**Placement by cell class**

Scale bar: 20 um. Fill, decap, tap and diode cells in gray.
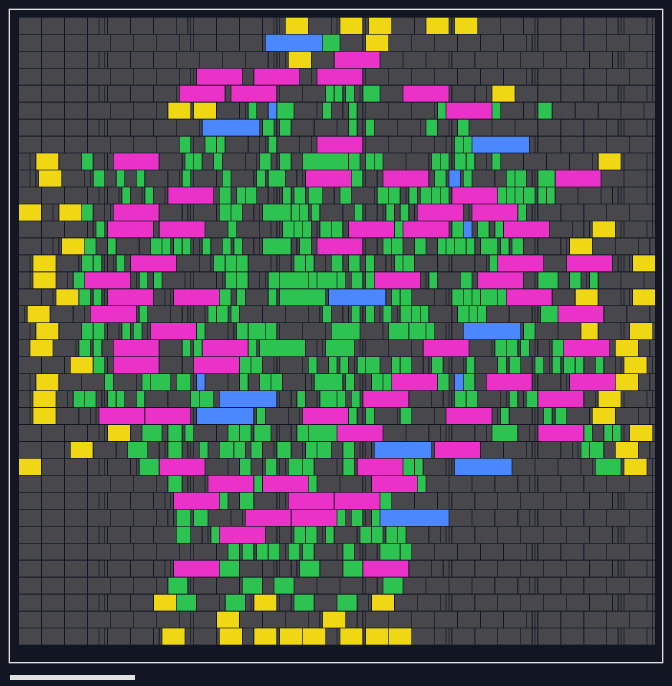
**Met2 routing**

Scale bar: 20 um.
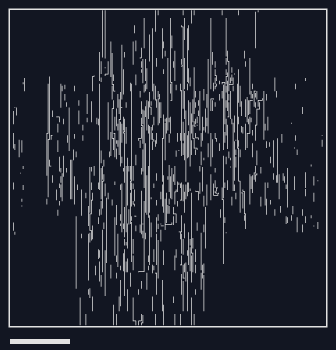
**Routed clock nets over the placement**

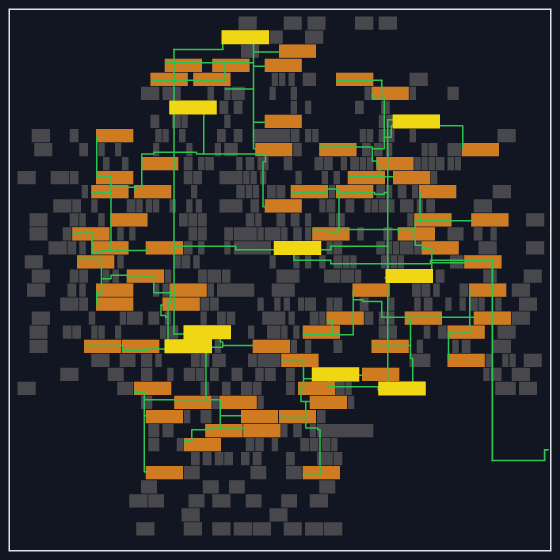
**Placed standard cells**

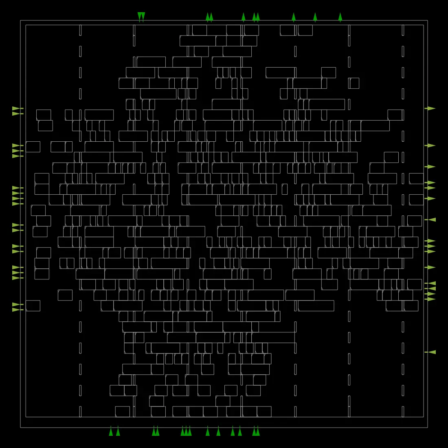
**PDN straps and rails**

Pins as bars on the die edge. Tap cells in gray.
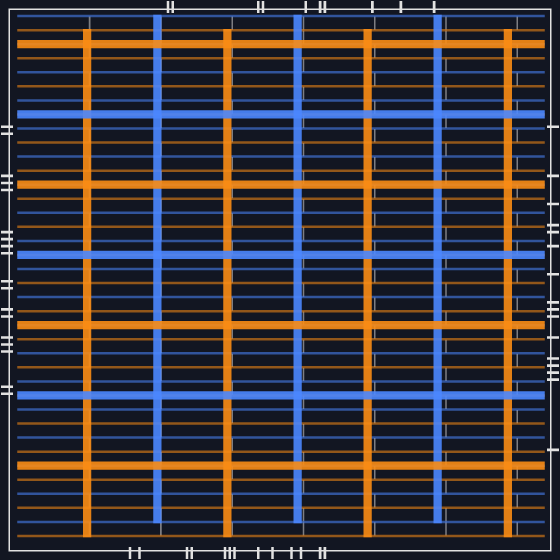
[src/rtl/chunked_adder.sv]
// chunked_adder
// Multi-cycle adder/subtractor. Operands of WIDTH bits are summed CHUNK bits
// per cycle, LSB slice first, over N = WIDTH/CHUNK cycles, so the carry chain
// per cycle is only CHUNK bits long. Subtraction is a + ~b + 1.
//
// Ports:
//   clk_i    clock, rising edge
//   rst_i    synchronous reset, active-high
//   valid_i  operands valid          ready_o  operands accepted (IDLE only)
//   a_i,b_i  operands                sub_i    0: a+b, 1: a-b
//   valid_o  result valid            ready_i  downstream accepts result
//   o        result mod 2^WIDTH
//   carry_o  carry out of MSB (subtract: 1 = no borrow)
//   ovf_o    two's-complement overflow
//
// state | meaning
// IDLE  | waiting for operands, ready_o = 1
// CALC  | summing one slice per cycle
// DONE  | result presented, waiting for ready_i
module chunked_adder #(
  parameter int WIDTH = 16,
  parameter int CHUNK = 4
) (
  input  logic             clk_i,
  input  logic             rst_i,
  input  logic             valid_i,
  output logic             ready_o,
  input  logic [WIDTH-1:0] a_i,
  input  logic [WIDTH-1:0] b_i,
  input  logic             sub_i,
  output logic             valid_o,
  input  logic             ready_i,
  output logic [WIDTH-1:0] o,
  output logic             carry_o,
  output logic             ovf_o
);

  localparam int N  = WIDTH / CHUNK;
  localparam int CW = (N > 1) ? $clog2(N) : 1;
  localparam logic [CW-1:0] LAST = CW'(N - 1);

  typedef enum logic [1:0] {IDLE, CALC, DONE} state_t;

  state_t           state, state_nxt;
  logic [WIDTH-1:0] a_q, b_q, acc_q, acc_nxt;
  logic             carry_q;
  logic [CW-1:0]    cnt_q;
  logic [CHUNK-1:0] a_sl, b_sl;
  logic [CHUNK:0]   sl_sum;
  logic             accept, last, ovf_nxt;

  assign accept = (state == IDLE) && valid_i;
  assign last   = (state == CALC) && (cnt_q == LAST);

  always_comb begin
    a_sl = '0;
    b_sl = '0;
    for (int k = 0; k < N; k++) begin
      if (cnt_q == CW'(k)) begin
        a_sl = a_q[k*CHUNK +: CHUNK];
        b_sl = b_q[k*CHUNK +: CHUNK];
      end
    end
  end

  assign sl_sum = {1'b0, a_sl} + {1'b0, b_sl} + {{CHUNK{1'b0}}, carry_q};

  always_comb begin
    acc_nxt = acc_q;
    for (int k = 0; k < N; k++) begin
      if (cnt_q == CW'(k)) acc_nxt[k*CHUNK +: CHUNK] = sl_sum[CHUNK-1:0];
    end
  end

  // On the last slice sl_sum[CHUNK-1] is result bit WIDTH-1; overflow when the
  // operand signs agree but the result sign differs (same as cin^cout at MSB).
  assign ovf_nxt = (a_q[WIDTH-1] == b_q[WIDTH-1]) && (sl_sum[CHUNK-1] != a_q[WIDTH-1]);

  always_ff @(posedge clk_i) begin
    if (rst_i) state <= IDLE;
    else       state <= state_nxt;
  end

  always_comb begin
    state_nxt = state;
    ready_o   = 1'b0;
    valid_o   = 1'b0;
    case (state)
      IDLE: begin
        ready_o = 1'b1;
        if (valid_i) state_nxt = CALC;
      end
      CALC: begin
        if (cnt_q == LAST) state_nxt = DONE;
      end
      DONE: begin
        valid_o = 1'b1;
        if (ready_i) state_nxt = IDLE;
      end
      default: state_nxt = IDLE;
    endcase
  end

  always_ff @(posedge clk_i) begin
    if (rst_i) begin
      a_q     <= '0;
      b_q     <= '0;
      acc_q   <= '0;
      carry_q <= 1'b0;
      cnt_q   <= '0;
      o       <= '0;
      carry_o <= 1'b0;
      ovf_o   <= 1'b0;
    end else if (accept) begin
      a_q     <= a_i;
      b_q     <= sub_i ? ~b_i : b_i;
      carry_q <= sub_i;
      cnt_q   <= '0;
    end else if (state == CALC) begin
      acc_q   <= acc_nxt;
      carry_q <= sl_sum[CHUNK];
      if (last) begin
        o       <= acc_nxt;
        carry_o <= sl_sum[CHUNK];
        ovf_o   <= ovf_nxt;
      end else begin
        cnt_q <= cnt_q + 1'b1;
      end
    end
  end

endmodule

[config.mk]
export PLATFORM = sky130hd
export DESIGN_NAME = chunked_adder
export DESIGN_NICKNAME = d
export VERILOG_FILES = /design/src/rtl/chunked_adder.sv
export SDC_FILE = /design/constraint.sdc
export NUM_CORES = 1
export LEC_CHECK = 0
export ABC_AREA = 1
export CORE_UTILIZATION = 30
export CTS_BUF_LIST = sky130_fd_sc_hd__clkbuf_16
export DETAILED_ROUTE_END_ITERATION = 10
export GPL_ROUTABILITY_DRIVEN = 1
export SYNTH_ARGS = -nofsm -noshare
export SYNTH_HDL_FRONTEND = slang
export SYNTH_SLANG_ARGS = --single-unit
[constraint.sdc]
create_clock -name clk_i -period 3.8 [get_ports clk_i]
set_input_delay 0.95 -clock clk_i [delete_from_list [all_inputs] [get_ports clk_i]]
set_output_delay 0.95 -clock clk_i [all_outputs]
set_load 0.02 [all_outputs]
==> flow_summary.yaml <==
# implementation run metrics
drt:
  antenna_left: 0
  drt-met1-wl_um: 3711
  via_count: 2788
setup_path:
  crit_family: "adder cells"
  rr_worst_depth: 14
  crit_end: "acc_q[2]"
  cp.arrival_ps: 3300
pwr:
  powerClk_mw: 0.779
  power_mw: 1.861
  p_sw_mw: 0.4946
  powerDensity_nw_per_um2: 461.2
  power.internal_mw: 1.366
yosys:
  netlist_top_cells_area: "dfxtp_1, o21ai_0, nor2_1, a21oi_1, inv_1"
  ys_ff: 67
  simple_gate_area_share_pct: 17.29
  synthTopCellsByCount: "dfxtp_1, nor2_1, o21ai_0"
  synth-edff-count: 0
final_timing:
  fin_crit_ps: 3023
  fin_ws_ps: 776.8
layout:
  postLayoutCellArea_sq_um: 4034
  nClkBuffers: 9
  nMultiInputCombCells: 277
  sh_seq_area_pct: 33.25
  fin_nets: 508
  layout-drive-gt1-share_pct: 5.365
  area_growth_syn_to_layout_pct: 27.89
  buffer_area_share_pct: 14.08
  largest_registers: "a_q: 16 flops, b_q: 16 flops, o: 16 flops"
die:
  num_io_pins: 57
  taps: 136
  die-area_sq_um: 10930
  fp.dieW_um: 104.5
grt:
  grt_max_degree: 46
  use_met3_pct: 3.306
  grt_pass1_vias: 2601
  antenna_found_initial: 0
  grt.busiest_layer: "met2"
  grt_pass1_wl_um: 12560
clock_network:
  hold_buffers: 0
  cts_buffers: 9
  clock-root-buffer: "clkbuf_16"
  max-clock-path-buffers: 2
  ctsResizeCount: 0
place:
  placedCellCount: 587
  place_worst_setup_slack_ps: 824.7
min_path:
  hold_path_end: "o[12]"
  min_path_type: "flip-flop to flip-flop"
  min_from: "o[12]"
outcome:
  status: "completed"
Notes on 'placement by cell class' above:
Key: blue = clock drivers and dummy loads [cells 15, share of their area 7.1%]; green = all other logic [cells 327, share of their area 43%]; yellow = other buffers and delay cells [cells 57, share of their area 15%]; magenta = flops [cells 67, share of their area 35%]

Notes on 'met2 routing' above:
The layer holds 44% of the routed length. The wires run mostly vertical.

Notes on 'routed clock nets over the placement' above:
Key: orange = flip-flops [count 67]; yellow = cells driving clock nets [count 9]; green = clock wires [length 921 um]
There are 10 routed clock nets.

Notes on 'placed standard cells' above:
fin util: 39.25%
FP Rows: 37
# fillers: 1091
core footprint: 10280 sq um
final std cells w/o fill: 602

Notes on 'PDN straps and rails' above:
Key: blue = VDD; orange = VSS
38 met1 rails follow the rows. 57 signal pins sit on the boundary.

No activity file was given, so power comes from the tool's default toggle rates.
